### src/rtl/mem_port_arbiter_pkg.sv
// Shared types and default sizing for the main-memory port arbiter.
package mem_port_arbiter_pkg;

    localparam int unsigned DEF_ADDR_W     = 12;
    localparam int unsigned DEF_DATA_W     = 16;
    localparam int unsigned DEF_STARVE_LIM = 8;
    localparam int unsigned DEF_BURST_MAX  = 16;

    typedef enum logic {
        FREE   = 1'b0,
        LOCKED = 1'b1
    } arb_state_t;

    typedef enum logic [1:0] {
        OWN_NONE = 2'd0,
        OWN_CORE = 2'd1,
        OWN_LDR  = 2'd2
    } owner_t;

endpackage

### src/rtl/mem_port_arbiter.sv
// Single-port RAM arbiter between the core (fetch / LD-ST) and the program
// loader. Core has fixed priority, the loader is protected by a starvation
// counter and may lock the port for a bounded burst.
module mem_port_arbiter
    import mem_port_arbiter_pkg::*;
#(
    parameter int unsigned ADDR_W     = DEF_ADDR_W,
    parameter int unsigned DATA_W     = DEF_DATA_W,
    parameter int unsigned STARVE_LIM = DEF_STARVE_LIM,
    parameter int unsigned BURST_MAX  = DEF_BURST_MAX
)(
    input  logic              clk,
    input  logic              rst,
    input  logic              core_req,
    input  logic              core_we,
    input  logic [ADDR_W-1:0] core_addr,
    input  logic [DATA_W-1:0] core_wdata,
    output logic              core_gnt,
    output logic              core_rvalid,
    output logic [DATA_W-1:0] core_rdata,
    input  logic              ldr_req,
    input  logic              ldr_we,
    input  logic [ADDR_W-1:0] ldr_addr,
    input  logic [DATA_W-1:0] ldr_wdata,
    input  logic              ldr_lock,
    output logic              ldr_gnt,
    output logic              ldr_rvalid,
    output logic [DATA_W-1:0] ldr_rdata,
    output logic              ram_en,
    output logic              ram_we,
    output logic [ADDR_W-1:0] ram_addr,
    output logic [DATA_W-1:0] ram_wdata,
    input  logic [DATA_W-1:0] ram_rdata
);

    localparam int unsigned SW = $clog2(STARVE_LIM + 1);
    localparam int unsigned BW = $clog2(BURST_MAX + 1);
    localparam logic [SW-1:0] STARVE_TOP = SW'(STARVE_LIM);
    localparam logic [BW-1:0] BURST_LAST = BW'(BURST_MAX - 1);

    arb_state_t        r_state, w_state_nxt;
    logic [SW-1:0]     r_starve_cnt, w_starve_nxt;
    logic [BW-1:0]     r_burst_cnt, w_burst_nxt;
    logic              r_forced, w_forced_nxt;
    owner_t            w_win;

    logic              r_core_gnt, r_ldr_gnt;
    logic              r_ram_en, r_ram_we;
    logic [ADDR_W-1:0] r_ram_addr;
    logic [DATA_W-1:0] r_ram_wdata;
    owner_t            r_rd_owner, r_ret_owner;
    logic [DATA_W-1:0] r_core_rdata, r_ldr_rdata;
    logic              w_core_rvalid, w_ldr_rvalid;

    // Winner selection, lock/burst bookkeeping and starvation counting.
    always_comb begin
        w_win        = OWN_NONE;
        w_state_nxt  = r_state;
        w_burst_nxt  = r_burst_cnt;
        w_forced_nxt = 1'b0;
        w_starve_nxt = '0;
        if (r_state == LOCKED) begin
            if (!ldr_req) begin
                w_state_nxt = FREE;
                w_burst_nxt = '0;
            end else begin
                w_win = OWN_LDR;
                if (!ldr_lock) begin
                    w_state_nxt = FREE;
                    w_burst_nxt = '0;
                end else if (r_burst_cnt == BURST_LAST) begin
                    // burst limit reached: hand the following slot to the core
                    w_state_nxt  = FREE;
                    w_burst_nxt  = '0;
                    w_forced_nxt = 1'b1;
                end else begin
                    w_burst_nxt = r_burst_cnt + BW'(1);
                end
            end
        end else begin
            if (r_forced) begin
                if (core_req)     w_win = OWN_CORE;
                else if (ldr_req) w_win = OWN_LDR;
            end else if (ldr_req && (r_starve_cnt == STARVE_TOP)) begin
                w_win = OWN_LDR;
            end else if (core_req) begin
                w_win = OWN_CORE;
            end else if (ldr_req) begin
                w_win = OWN_LDR;
            end
            // a fallback grant in the forced-release slot never re-locks
            if ((w_win == OWN_LDR) && ldr_lock && !r_forced) begin
                if (BURST_MAX == 1) begin
                    w_forced_nxt = 1'b1;
                end else begin
                    w_state_nxt = LOCKED;
                    w_burst_nxt = BW'(1);
                end
            end
        end
        if (ldr_req && (w_win != OWN_LDR)) begin
            w_starve_nxt = (r_starve_cnt == STARVE_TOP) ? r_starve_cnt
                                                        : r_starve_cnt + SW'(1);
        end
    end

    // Arbiter state and counters.
    always_ff @(posedge clk or posedge rst) begin
        if (rst) begin
            r_state      <= FREE;
            r_starve_cnt <= '0;
            r_burst_cnt  <= '0;
            r_forced     <= 1'b0;
        end else begin
            r_state      <= w_state_nxt;
            r_starve_cnt <= w_starve_nxt;
            r_burst_cnt  <= w_burst_nxt;
            r_forced     <= w_forced_nxt;
        end
    end

    // Registered RAM command and grant pulses from the winning requester.
    always_ff @(posedge clk or posedge rst) begin
        if (rst) begin
            r_core_gnt  <= 1'b0;
            r_ldr_gnt   <= 1'b0;
            r_ram_en    <= 1'b0;
            r_ram_we    <= 1'b0;
            r_ram_addr  <= '0;
            r_ram_wdata <= '0;
        end else begin
            r_core_gnt <= (w_win == OWN_CORE);
            r_ldr_gnt  <= (w_win == OWN_LDR);
            r_ram_en   <= (w_win != OWN_NONE);
            case (w_win)
                OWN_CORE: begin
                    r_ram_we    <= core_we;
                    r_ram_addr  <= core_addr;
                    r_ram_wdata <= core_wdata;
                end
                OWN_LDR: begin
                    r_ram_we    <= ldr_we;
                    r_ram_addr  <= ldr_addr;
                    r_ram_wdata <= ldr_wdata;
                end
                default: r_ram_we <= 1'b0;
            endcase
        end
    end

    // Read-owner tag follows the access into the RAM data cycle; rdata holds.
    always_ff @(posedge clk or posedge rst) begin
        if (rst) begin
            r_rd_owner   <= OWN_NONE;
            r_ret_owner  <= OWN_NONE;
            r_core_rdata <= '0;
            r_ldr_rdata  <= '0;
        end else begin
            if ((w_win == OWN_CORE) && !core_we)     r_rd_owner <= OWN_CORE;
            else if ((w_win == OWN_LDR) && !ldr_we)  r_rd_owner <= OWN_LDR;
            else                                     r_rd_owner <= OWN_NONE;
            r_ret_owner <= r_rd_owner;
            if (w_core_rvalid) r_core_rdata <= ram_rdata;
            if (w_ldr_rvalid)  r_ldr_rdata  <= ram_rdata;
        end
    end

    assign w_core_rvalid = (r_ret_owner == OWN_CORE);
    assign w_ldr_rvalid  = (r_ret_owner == OWN_LDR);

    assign core_gnt    = r_core_gnt;
    assign ldr_gnt     = r_ldr_gnt;
    assign core_rvalid = w_core_rvalid;
    assign ldr_rvalid  = w_ldr_rvalid;
    assign core_rdata  = w_core_rvalid ? ram_rdata : r_core_rdata;
    assign ldr_rdata   = w_ldr_rvalid  ? ram_rdata : r_ldr_rdata;
    assign ram_en      = r_ram_en;
    assign ram_we      = r_ram_we;
    assign ram_addr    = r_ram_addr;
    assign ram_wdata   = r_ram_wdata;

endmodule
### config.mk
export PLATFORM = sky130hd
export DESIGN_NAME = mem_port_arbiter
export DESIGN_NICKNAME = d
export VERILOG_FILES = /design/src/rtl/mem_port_arbiter_pkg.sv /design/src/rtl/mem_port_arbiter.sv
export SDC_FILE = /design/constraint.sdc
export NUM_CORES = 1
export LEC_CHECK = 0
export ABC_AREA = 1
export CAP_MARGIN = 40
export CORE_UTILIZATION = 42
export DETAILED_ROUTE_END_ITERATION = 8
export GPL_ROUTABILITY_DRIVEN = 1
export GPL_TIMING_DRIVEN = 0
export HOLD_SLACK_MARGIN = 0.05
export PLACE_DENSITY = 0.8
export SLEW_MARGIN = 30
export SYNTH_ARGS = -nofsm -noshare
export SYNTH_HDL_FRONTEND = slang
export SYNTH_SLANG_ARGS = --single-unit
### constraint.sdc
create_clock -name clk -period 2.8 [get_ports clk]
set_clock_uncertainty 0.1 [all_clocks]
set_input_delay 0.42 -clock clk [delete_from_list [all_inputs] [get_ports clk]]
set_output_delay 0.42 -clock clk [all_outputs]
set_load 0.005 [all_outputs]
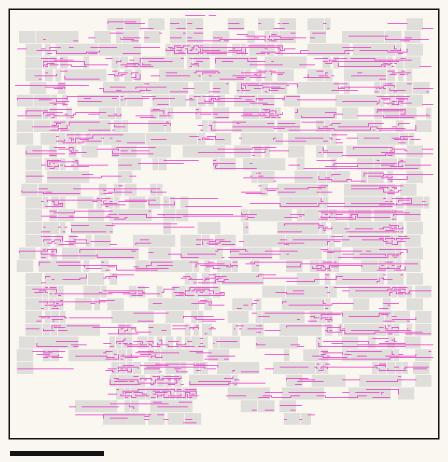
(run_1/layer_met1.png)
Bar = 20 um.
share of all routed wire: 42%
main direction: horizontal
nets with wire on the layer: 524
longest straight run: 25.1 um

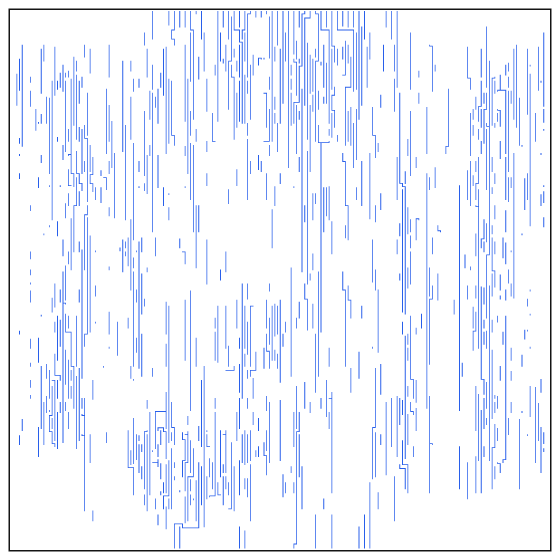
(run_1/layer_met2.png)
longest straight run: 39.8 um
nets with wire on the layer: 509

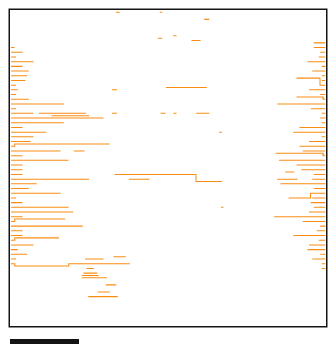
(run_1/layer_met3.png)
Bar = 20 um.
nets with wire on the layer: 117
share of all routed wire: 8.8%
longest straight run: 27.4 um
wire length on this layer: 765 um
main direction: horizontal

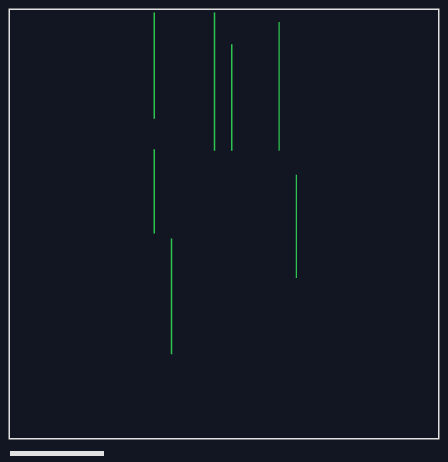
(run_1/layer_met4.png)
Bar = 20 um.
nets with wire on the layer: 6
share of all routed wire: 1.9%
longest straight run: 29.2 um
main direction: vertical
wire length on this layer: 165 um

==> ci_impl_report.md, run 1 <==
### Metrics collected by this job

| Metric | Value |
|---|---|
| Number of antenna violations at the first check in global routing | 0 |
| Setup-failing EPs final | 0 |
| Total of max-cap violations | 0 |
| Maximum number of pins on one net before global-route repair | 42 |
| Core region area | 0.00773 mm^2 |
| Maximum fanout encountered on the critical timing path | 10 |
| Count of instantiated cells in the yosys netlist | 377 |
| Worst R2R End | ram_wdata[1] |
| Run status | finished clean |
| I/O pins | 145 |
| Number of unique standard cell types used by synthesis | 24 |
| Layout cells sized above 1 | 6.69% |
| Crit-path slowest cell | sky130_fd_sc_hd__clkdlybuf4s50_1 |
| Share of the core filled by cells before placement | 43.5% |
| Area growth from synthesis to layout | 53.7% |
| Post-synthesis cell area | 0.00336 mm^2 |
| Finished Layout Cells | 640 |
| Launching element of the worst setup path | r_ret_owner[0] |
| Required time at the endpoint of the critical path | 2.28 ns |
| Clock tree from TritonCTS | yes |
| Global-route usage over all layers | 21.3% |
| Width of the die | 91.5 um |
| Depth of the CTS H-tree | 3 |
| Number of warnings issued by yosys | 0 |
| Top_reg_cell synth | sky130_fd_sc_hd__dfrtp_1 |
| Pwr per Cell Area | 668 mW/mm^2 |
| Final routed wirelength across all metal layers | 8680 um |
run 1: final cells by class:
| type | count | area, um^2 |
|---|---|---|
| Timing Repair Buffer | 145 | 1460 |
| Tap cell | 102 | 128 |
| Clock inverter | 5 | 82.6 |
| Inverter | 36 | 138 |
| Buffer | 17 | 88.8 |
| Sequential cell | 79 | 1980 |
| Fill cell | 630 | 2560 |
| Clock buffer | 11 | 131 |
| Multi-Input combinational cell | 245 | 1160 |
run 1: power groups by stage:
| stage | clock, W | combinational (W) | sequential [W] |
|---|---|---|---|
| 3_3_place_gp | 0 | 0.00105 | 0.00149 |
| 4_1_cts | 0.000923 | 0.00108 | 0.00148 |
| 6_report | 0.000904 | 0.00107 | 0.00148 |
| 5_1_grt | 0.000973 | 0.00118 | 0.00150 |
| 2_1_floorplan | 0 | 0.000381 | 0.00150 |
| 3_5_place_dp | 0 | 0.00107 | 0.00150 |
run 1: cell families after synthesis:
| family | share of synthesized area, % |
|---|---|
| simple gates | 17.1 |
| flops | 58.8 |
| xor+xnor | 0.521 |
| compound gates | 14.3 |
| buf+inv | 6.66 |
| fa+ha+maj | 2.61 |
run 1: sequential cells by signal (all words and copies together) (netlist names):
register      count
core_gnt          1
ldr_gnt           1
r_burst_cnt       5
r_core_rdata     16
r_forced          1
r_ldr_rdata      16
r_rd_owner        2
r_ret_owner       2
r_starve_cnt      4
r_state           1
ram_addr         12
ram_en            1
ram_wdata        16
ram_we            1
run 1: metrics by stage:
stage	hold slack, ns	setup WS [ns]	instance area [um^2]
floorplan	0.231	0.257	3360
global placement	0.234	-0.965	4930
detailed placement	0.236	0.0354	4950
CTS	0.254	0.208	5170
global route	0.259	0.0566	5170
finish	0.254	0.206	5170
run 1: routing by layer:
layer / vias to the layer above / part of all wire (%) / global-route usage [%]
met5: - / 0 / 0
met4: 0 / 1.9 / 7.94
met3: 15 / 8.8 / 6.37
met2: 144 / 47 / 33.9
met1: 1459 / 42 / 27.4
li1: 1526 / - / -
run 1: cells in the final DEF (no fill, tap or decap), types with 3 or more instances in the layout:
master,netlist,final
sky130_fd_sc_hd__clkdlybuf4s50_1,0,144
sky130_fd_sc_hd__nand2_1,79,79
sky130_fd_sc_hd__dfrtp_1,79,79
sky130_fd_sc_hd__a21oi_1,58,58
sky130_fd_sc_hd__nor2_1,38,38
sky130_fd_sc_hd__o21ai_0,35,35
sky130_fd_sc_hd__inv_1,33,32
sky130_fd_sc_hd__nand3_1,14,14
sky130_fd_sc_hd__clkbuf_8,0,9
sky130_fd_sc_hd__buf_2,8,8
sky130_fd_sc_hd__ha_1,7,7
sky130_fd_sc_hd__clkbuf_1,4,6
sky130_fd_sc_hd__buf_4,4,4
sky130_fd_sc_hd__inv_2,3,3
run 1: critical path, delay by kind of cell (launching register included):
kind | cells | cell delay (ns)
flip-flops | 1 | 0.36
AND/OR/NAND/NOR | 1 | 0.14
AND-OR/OR-AND | 1 | 0.34
buffers and inverters | 3 | 0.91
==> run 2, diff against run 1 <==
Settings changed: SKIP_CTS_REPAIR_TIMING set to 1.
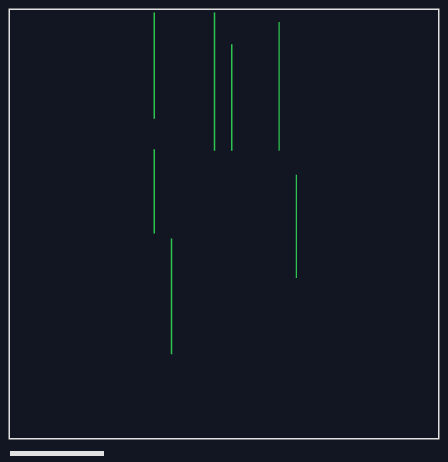
(run_2/layer_met4.png)
Bar = 20 um.
main direction: vertical
longest straight run: 29.2 um
routed via count: 3,144
final routed wirelength across all metal layers: 8680 um

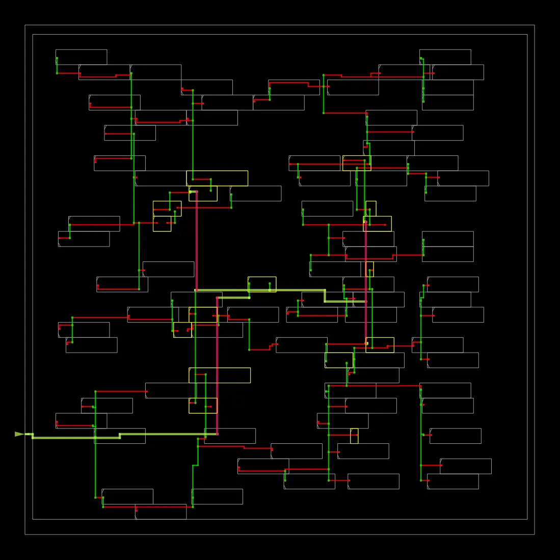
(run_2/clocks.png)
clock sink total: 79
cts bufs inserted: 9
Flop Count: 79

==> run 2 against run 1 <==
  * Sequential share of layout area unchanged
  * Highest routed layer unchanged
  * Clock-buffer cell count did not move
  * Area after synthesis did not move
  * Sequential cell count stayed put
  * Synthesized cell count is the same
==> ci_impl_report.md, run 2 <==
### Metrics collected by this job

| Metric | Value |
|---|---|
| Run status | finished clean (unchanged) |
| Antenna-violating nets left | 0 (unchanged) |
| Core region area | 0.00773 mm^2 (unchanged) |
| Highest-count cells in the layout ignoring fill and taps | 144 x sky130_fd_sc_hd__clkdlybuf4s50_1, 79 x sky130_fd_sc_hd__nand2_1, 79 x sky130_fd_sc_hd__dfrtp_1 (unchanged) |
| Adder share | 2.61% (unchanged) |
| Required time at the endpoint of the critical path | 2.28 ns (about the same) |
| Maximum fanout encountered on the critical timing path | 10 (unchanged) |
| Total buffers and inverters traversed by the critical path | 3 (unchanged) |
| Number of antenna violations at the first check in global routing | 0 (unchanged) |
| Family of cells with the greatest summed delay on the critical path | buffers and inverters (unchanged) |
| Total of fill cells in the finished design | 630 (unchanged) |
| Pwr per Cell Area | 668 mW/mm^2 (unchanged) |
| Depth of the CTS H-tree | 3 (unchanged) |
| Number of unique standard cell types used by synthesis | 24 (unchanged) |
| Layout cells sized above 1 | 6.69% (unchanged) |
| Least setup slack across all paths after layout | 0.206 ns (unchanged) |
| Global-route wire length before repair | 14,200 um (unchanged) |
| Worst hold margin | 0.254 ns (unchanged) |
| Worst R2R End | ram_wdata[1] (unchanged) |
| Setup-failing EPs final | 0 (unchanged) |
| Mux frac, synth | 0% (unchanged) |
| Launching element of the worst setup path | r_ret_owner[0] (unchanged) |
| Share of the core filled by cells before placement | 43.5% (unchanged) |
| Top_reg_cell synth | sky130_fd_sc_hd__dfrtp_1 (unchanged) |
| Logic area | 0.00116 mm^2 (unchanged) |
| Area growth from synthesis to layout | 53.7% (unchanged) |
| Crit-path slowest cell | sky130_fd_sc_hd__clkdlybuf4s50_1 (unchanged) |
| Seq share, synth | 58.8% (unchanged) |
| XOR-XNOR Cells, Area Fraction | 0.521% (unchanged) |
| Post-synthesis cell area | 0.00336 mm^2 (unchanged) |
| Finished Layout Cells | 640 (unchanged) |
| Total area of sequential cells | 0.00198 mm^2 (unchanged) |
| Width of the die | 91.5 um (unchanged) |
| Maximum number of pins on one net before global-route repair | 42 (unchanged) |
| Count of instantiated cells in the yosys netlist | 377 (unchanged) |
| Total of max-cap violations | 0 (unchanged) |
| Number of cell rows | 32 (unchanged) |
[run 2: layout make-up]
cell class / instances / area share, %
inverters: 36 / 2.66
clock buffers: 11 / 2.54
flip-flops and latches: 79 / 38.3
repair buffers: 145 / 28.3
well taps: 102 / 2.47
plain buffers: 17 / 1.72
multi-input cells: 245 / 22.5
clock inverters: 5 / 1.60
[run 2: power breakdown]
group	total, W	switching (W)	internal, W	leakage, nW
clock network	0.000904	0.000399	0.000505	0.107
logic	0.00107	0.000437	0.000630	1.35
registers	0.00148	0.0000994	0.00138	0.958
total	0.00345	0.000935	0.00252	2.41
[run 2: how the worst max path moves through the flow]
stage                          endpoint  slack [ns]  cells after the start
after floorplan                core_gnt        0.26                      1
after global placement    ram_wdata[10]       -0.96                      2
after detailed placement   ram_wdata[1]        0.04                     12
after CTS                 core_rdata[8]        0.21                      5
after global routing       ram_wdata[7]        0.06                     14
final                     ldr_rdata[10]        0.21                      5
[run 2: metrics by stage]
stage          TNS, ns  total power (W)  cell area, um^2  util [%]
2_1_floorplan        0          0.00188             3360         -
3_3_place_gp    -75.84          0.00254             4930      63.8
3_5_place_dp         0          0.00257             4950      64.1
4_1_cts              0          0.00348             5170      66.9
5_1_grt              0          0.00365             5170      66.9
6_report             0          0.00345             5170      66.9
[run 2: cell families after synthesis]
group | Yosys count
AOI/OAI and AO/OA | 95
xor gates and xnor gates | 2
adders and majority gates | 7
buffers and inverters | 53
DFF | 79
and+or+nand+nor | 141
[run 2: routing by layer]
layer	vias to the layer above	wire, um	track usage [%]
met2	144	4070	33.9
met5	-	0	0
met1	1459	3680	27.4
li1	1526	-	-
met3	15	765	6.37
met4	0	165	7.94
Power and IR drop assume default switching activity.
